**Run 1: sequential cells colored by netlist name**

Bar = 20 µm. Other sequential cells in the stronger gray, the rest of the logic in the fainter gray.
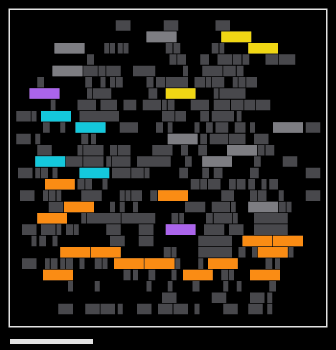
**Run 1: routed clock nets over the placement**

Bar = 20 µm.
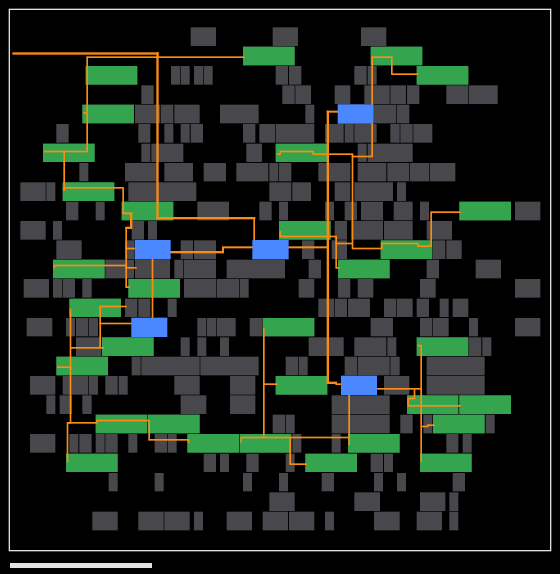
**Run 1: placed cells, one color a class**

Bar = 20 µm.
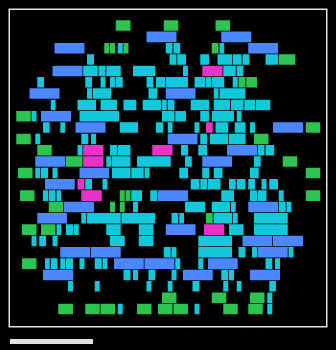
Design serial_frame_tx, sky130hd; sources not shown.
==> out/metrics.csv <==
stage,metric,value,unit
die,chip_area,5747,µm²
detailed_routing,antenna_violating_nets_post_route,0,
final_timing,rsz_0062_raised_after_global_routing,false,
final_timing,timing.max_slew.rel_slack,0.6012,
logic_synthesis,post_synth_mux_area_share,0.1470,
global_route,grt_remaining_overflow,0,
logic_synthesis,topCellsByArea,"sky130_fd_sc_hd__dfxtp_1 (34%), sky130_fd_sc_hd__nand2_1 (9.1%), sky130_fd_sc_hd__mux4_2 (8.3%)",
finish,insertedDiodeCount,0,
finish,post-route-cell-area,2367,µm²
clocking,number_of_sinks_on_the_clock_net,32,
logic_synthesis,ys_cells,218,
worst_setup_path,crit_path_start_kind,flop,
placement,hpwl,3.532,mm
worst_setup_path,reg2reg_slack,530,ps
pwr,total_switching_power,0.7465,mW
worst_setup_path,timing.reg2reg.worst_path_depth,7,
logic_synthesis,yosys.cell_count.top_type,sky130_fd_sc_hd__nand2_1,
logic_synthesis,ff_type,sky130_fd_sc_hd__dfxtp_1,
final_timing,clock.fmax,431.0,MHz
placement,finalWeightedCongestion,0.8373,
logic_synthesis,logic_family,simple AND/OR/NAND/NOR gates,
logic_synthesis,area_of_the_mapped_netlist,1907,µm²
logic_synthesis,post_synth_most_frequent_cells,"sky130_fd_sc_hd__nand2_1 (46), sky130_fd_sc_hd__dfxtp_1 (32), sky130_fd_sc_hd__a21oi_1 (29)",
worst_setup_path,critPathKind,reg -> out,
logic_synthesis,avgSynthCellArea,8.747,µm²
detailed_routing,detailedRoute.firstPassIterationCount,4,
hold_path,hold_class,reg -> reg,
clocking,postCtsResizedCells,0,
outcome,outcome,"complete, no violations",
logic_synthesis,yosys.area_share.simple,0.2126,
final_timing,post-route-worst-setup-slack,480.0,ps
final_timing,report.final.slew_viol_count,0,
clocking,postCtsHoldBufs,0,
clocking,tritoncts,done,
detailed_routing,drt_drc_violations_left,0,
job,cap_violations,0,
clocking,max-clock-path-buffers,2,
final_timing,final.period_utilization,0.8286,
detailed_routing,via_count,1674,
placement,port-buffer-count,28,
clocking,ctsRootBufferMaster,sky130_fd_sc_hd__clkbuf_8,
pwr,vdd_ir_drop_max,0.0003318,V
final_timing,final.hold.worst_slack,466.9,ps
worst_setup_path,endpoint_kind,output port,
logic_synthesis,synth-compound-area-share,0.1811,
clocking,post_cts.repair.setup_buffers,0,
final_timing,hold_violations_final,0,
logic_synthesis,ys_ff,32,
final_timing,fin_tns_setup,0,ps
die,horizontal_die_size,75.81,µm
placement,preCtsSetupSlack,531.0,ps
clocking,tritoncts.num_buffers,5,
finish,syn2layout_area_growth,24.15,%
global_route,first_pass_grt_wire_length,7.838,mm
pwr,combinationalPowerShare,0.473,
finish,largest_reg_flops,15,
finish,design.final.nets,285,
logic_synthesis,chip_area_line_of_the_yosys_report,1907,µm²
job,log.warning_count,29,
logic_synthesis,synth_area_leader_cell,sky130_fd_sc_hd__dfxtp_1,
detailed_routing,wl,4.705,mm
logic_synthesis,synth.cellmix.xorXnorShare,0.01837,
global_route,pin_count_of_the_biggest_net_entering_global_routing,11,
die,dieHeight,75.81,µm
global_route,first_global_vias,1603,
clocking,cts-htree-levels,2,
Notes on 'sequential cells colored by netlist name' above:
| name in the netlist | color | sequential cells |
|---|---|---|
| port_q | purple | 2 |
| len_q | cyan | 4 |
| state | yellow | 3 |
| data_q | orange | 15 |
not colored: 8
final cell utilization of the core: 0.4577
power consumed by sequential cells: 0.612 mW
Flop area: 640.6 µm²

Notes on 'routed clock nets over the placement' above:
[clock wires] orange | length: 478 µm
[clock-net drivers] blue | count: 5
[flip-flops] green | count: 32
flops lie: all over the die
routed clock nets: 6
Clock Power: 0.374 mW
Layout Skew: 6.235 ps
Insertion Delay late pin: 290 ps
part of the total power dissipated in the clock network: 0.200

Notes on 'placed cells, one color a class' above:
| class | color | cells | share of their area |
|---|---|---|---|
| remaining buffers and delay cells | green | 41 | 15% |
| remaining logic cells | cyan | 173 | 52% |
| clock drivers and dummy loads | magenta | 8 | 4.1% |
| registers | blue | 32 | 28% |
Rows: 26
fraction of area in registers: 0.2706

[run 1: cell usage in the layout (no fill, tap or decap), types with 2 or more instances in the layout]
| cell type | synthesis | final |
|---|---|---|
| sky130_fd_sc_hd__nand2_1 | 46 | 46 |
| sky130_fd_sc_hd__dfxtp_1 | 32 | 32 |
| sky130_fd_sc_hd__a21oi_1 | 29 | 29 |
| sky130_fd_sc_hd__clkdlybuf4s50_1 | 0 | 28 |
| sky130_fd_sc_hd__inv_1 | 10 | 10 |
| sky130_fd_sc_hd__clkbuf_1 | 7 | 7 |
| sky130_fd_sc_hd__mux4_2 | 7 | 7 |
| sky130_fd_sc_hd__ha_1 | 7 | 7 |
| sky130_fd_sc_hd__o22ai_1 | 6 | 6 |
| sky130_fd_sc_hd__mux2i_1 | 6 | 6 |
| sky130_fd_sc_hd__clkbuf_8 | 0 | 6 |
| sky130_fd_sc_hd__nor2_1 | 5 | 5 |
| sky130_fd_sc_hd__nand2b_1 | 5 | 5 |
| sky130_fd_sc_hd__nand3_1 | 5 | 5 |
| sky130_fd_sc_hd__xnor2_1 | 4 | 4 |
| sky130_fd_sc_hd__nor3_1 | 4 | 4 |
| sky130_fd_sc_hd__o21ai_1 | 4 | 4 |
| sky130_fd_sc_hd__buf_2 | 3 | 3 |
| sky130_fd_sc_hd__o21ai_0 | 3 | 3 |
| sky130_fd_sc_hd__buf_6 | 2 | 2 |
| sky130_fd_sc_hd__or3b_1 | 2 | 2 |
| sky130_fd_sc_hd__nand3b_1 | 2 | 2 |
| sky130_fd_sc_hd__nor3b_2 | 2 | 2 |
| sky130_fd_sc_hd__a32oi_1 | 2 | 2 |
| sky130_fd_sc_hd__mux2_1 | 2 | 2 |
| sky130_fd_sc_hd__or3_1 | 2 | 2 |
| sky130_fd_sc_hd__clkinv_2 | 0 | 2 |
[run 1: area by class of cell]
type | instances | area (µm²) | area share
Multi-Input combinational cell | 162 | 1154 | 0.4873
Tap cell | 70 | 87.58 | 0.03700
Inverter | 11 | 41.29 | 0.01744
Clock buffer | 6 | 82.58 | 0.03488
Sequential cell | 32 | 640.6 | 0.2706
Timing Repair Buffer | 28 | 280.3 | 0.1184
Clock inverter | 2 | 10.01 | 0.004228
Buffer | 13 | 71.32 | 0.03013
[run 1: power by group through the flow]
| stage | combinational, mW | sequential (mW) | clock (mW) |
|---|---|---|---|
| 2_1_floorplan | 0.644 | 0.609 | 0 |
| 3_3_place_gp | 0.882 | 0.621 | 0 |
| 3_5_place_dp | 0.887 | 0.623 | 0 |
| 4_1_cts | 0.889 | 0.612 | 0.386 |
| 5_1_grt | 0.975 | 0.623 | 0.403 |
| 6_report | 0.886 | 0.612 | 0.374 |
[run 1: metal layers]
layer,GRT usage,share of wire,vias to the layer above
met5,0,0,-
met4,0.06173,0.013,0
met3,0.03307,0.038,5
met2,0.2832,0.43,32
met1,0.2646,0.52,791
li1,-,-,846
[run 1: worst max-delay path, cell delays in order, from the launching register on]
cell                              delay [ps]
sky130_fd_sc_hd__dfxtp_1                 380
sky130_fd_sc_hd__nor3_2                  350
sky130_fd_sc_hd__clkdlybuf4s50_1         740
Power is estimated from default activity; no workload was simulated.
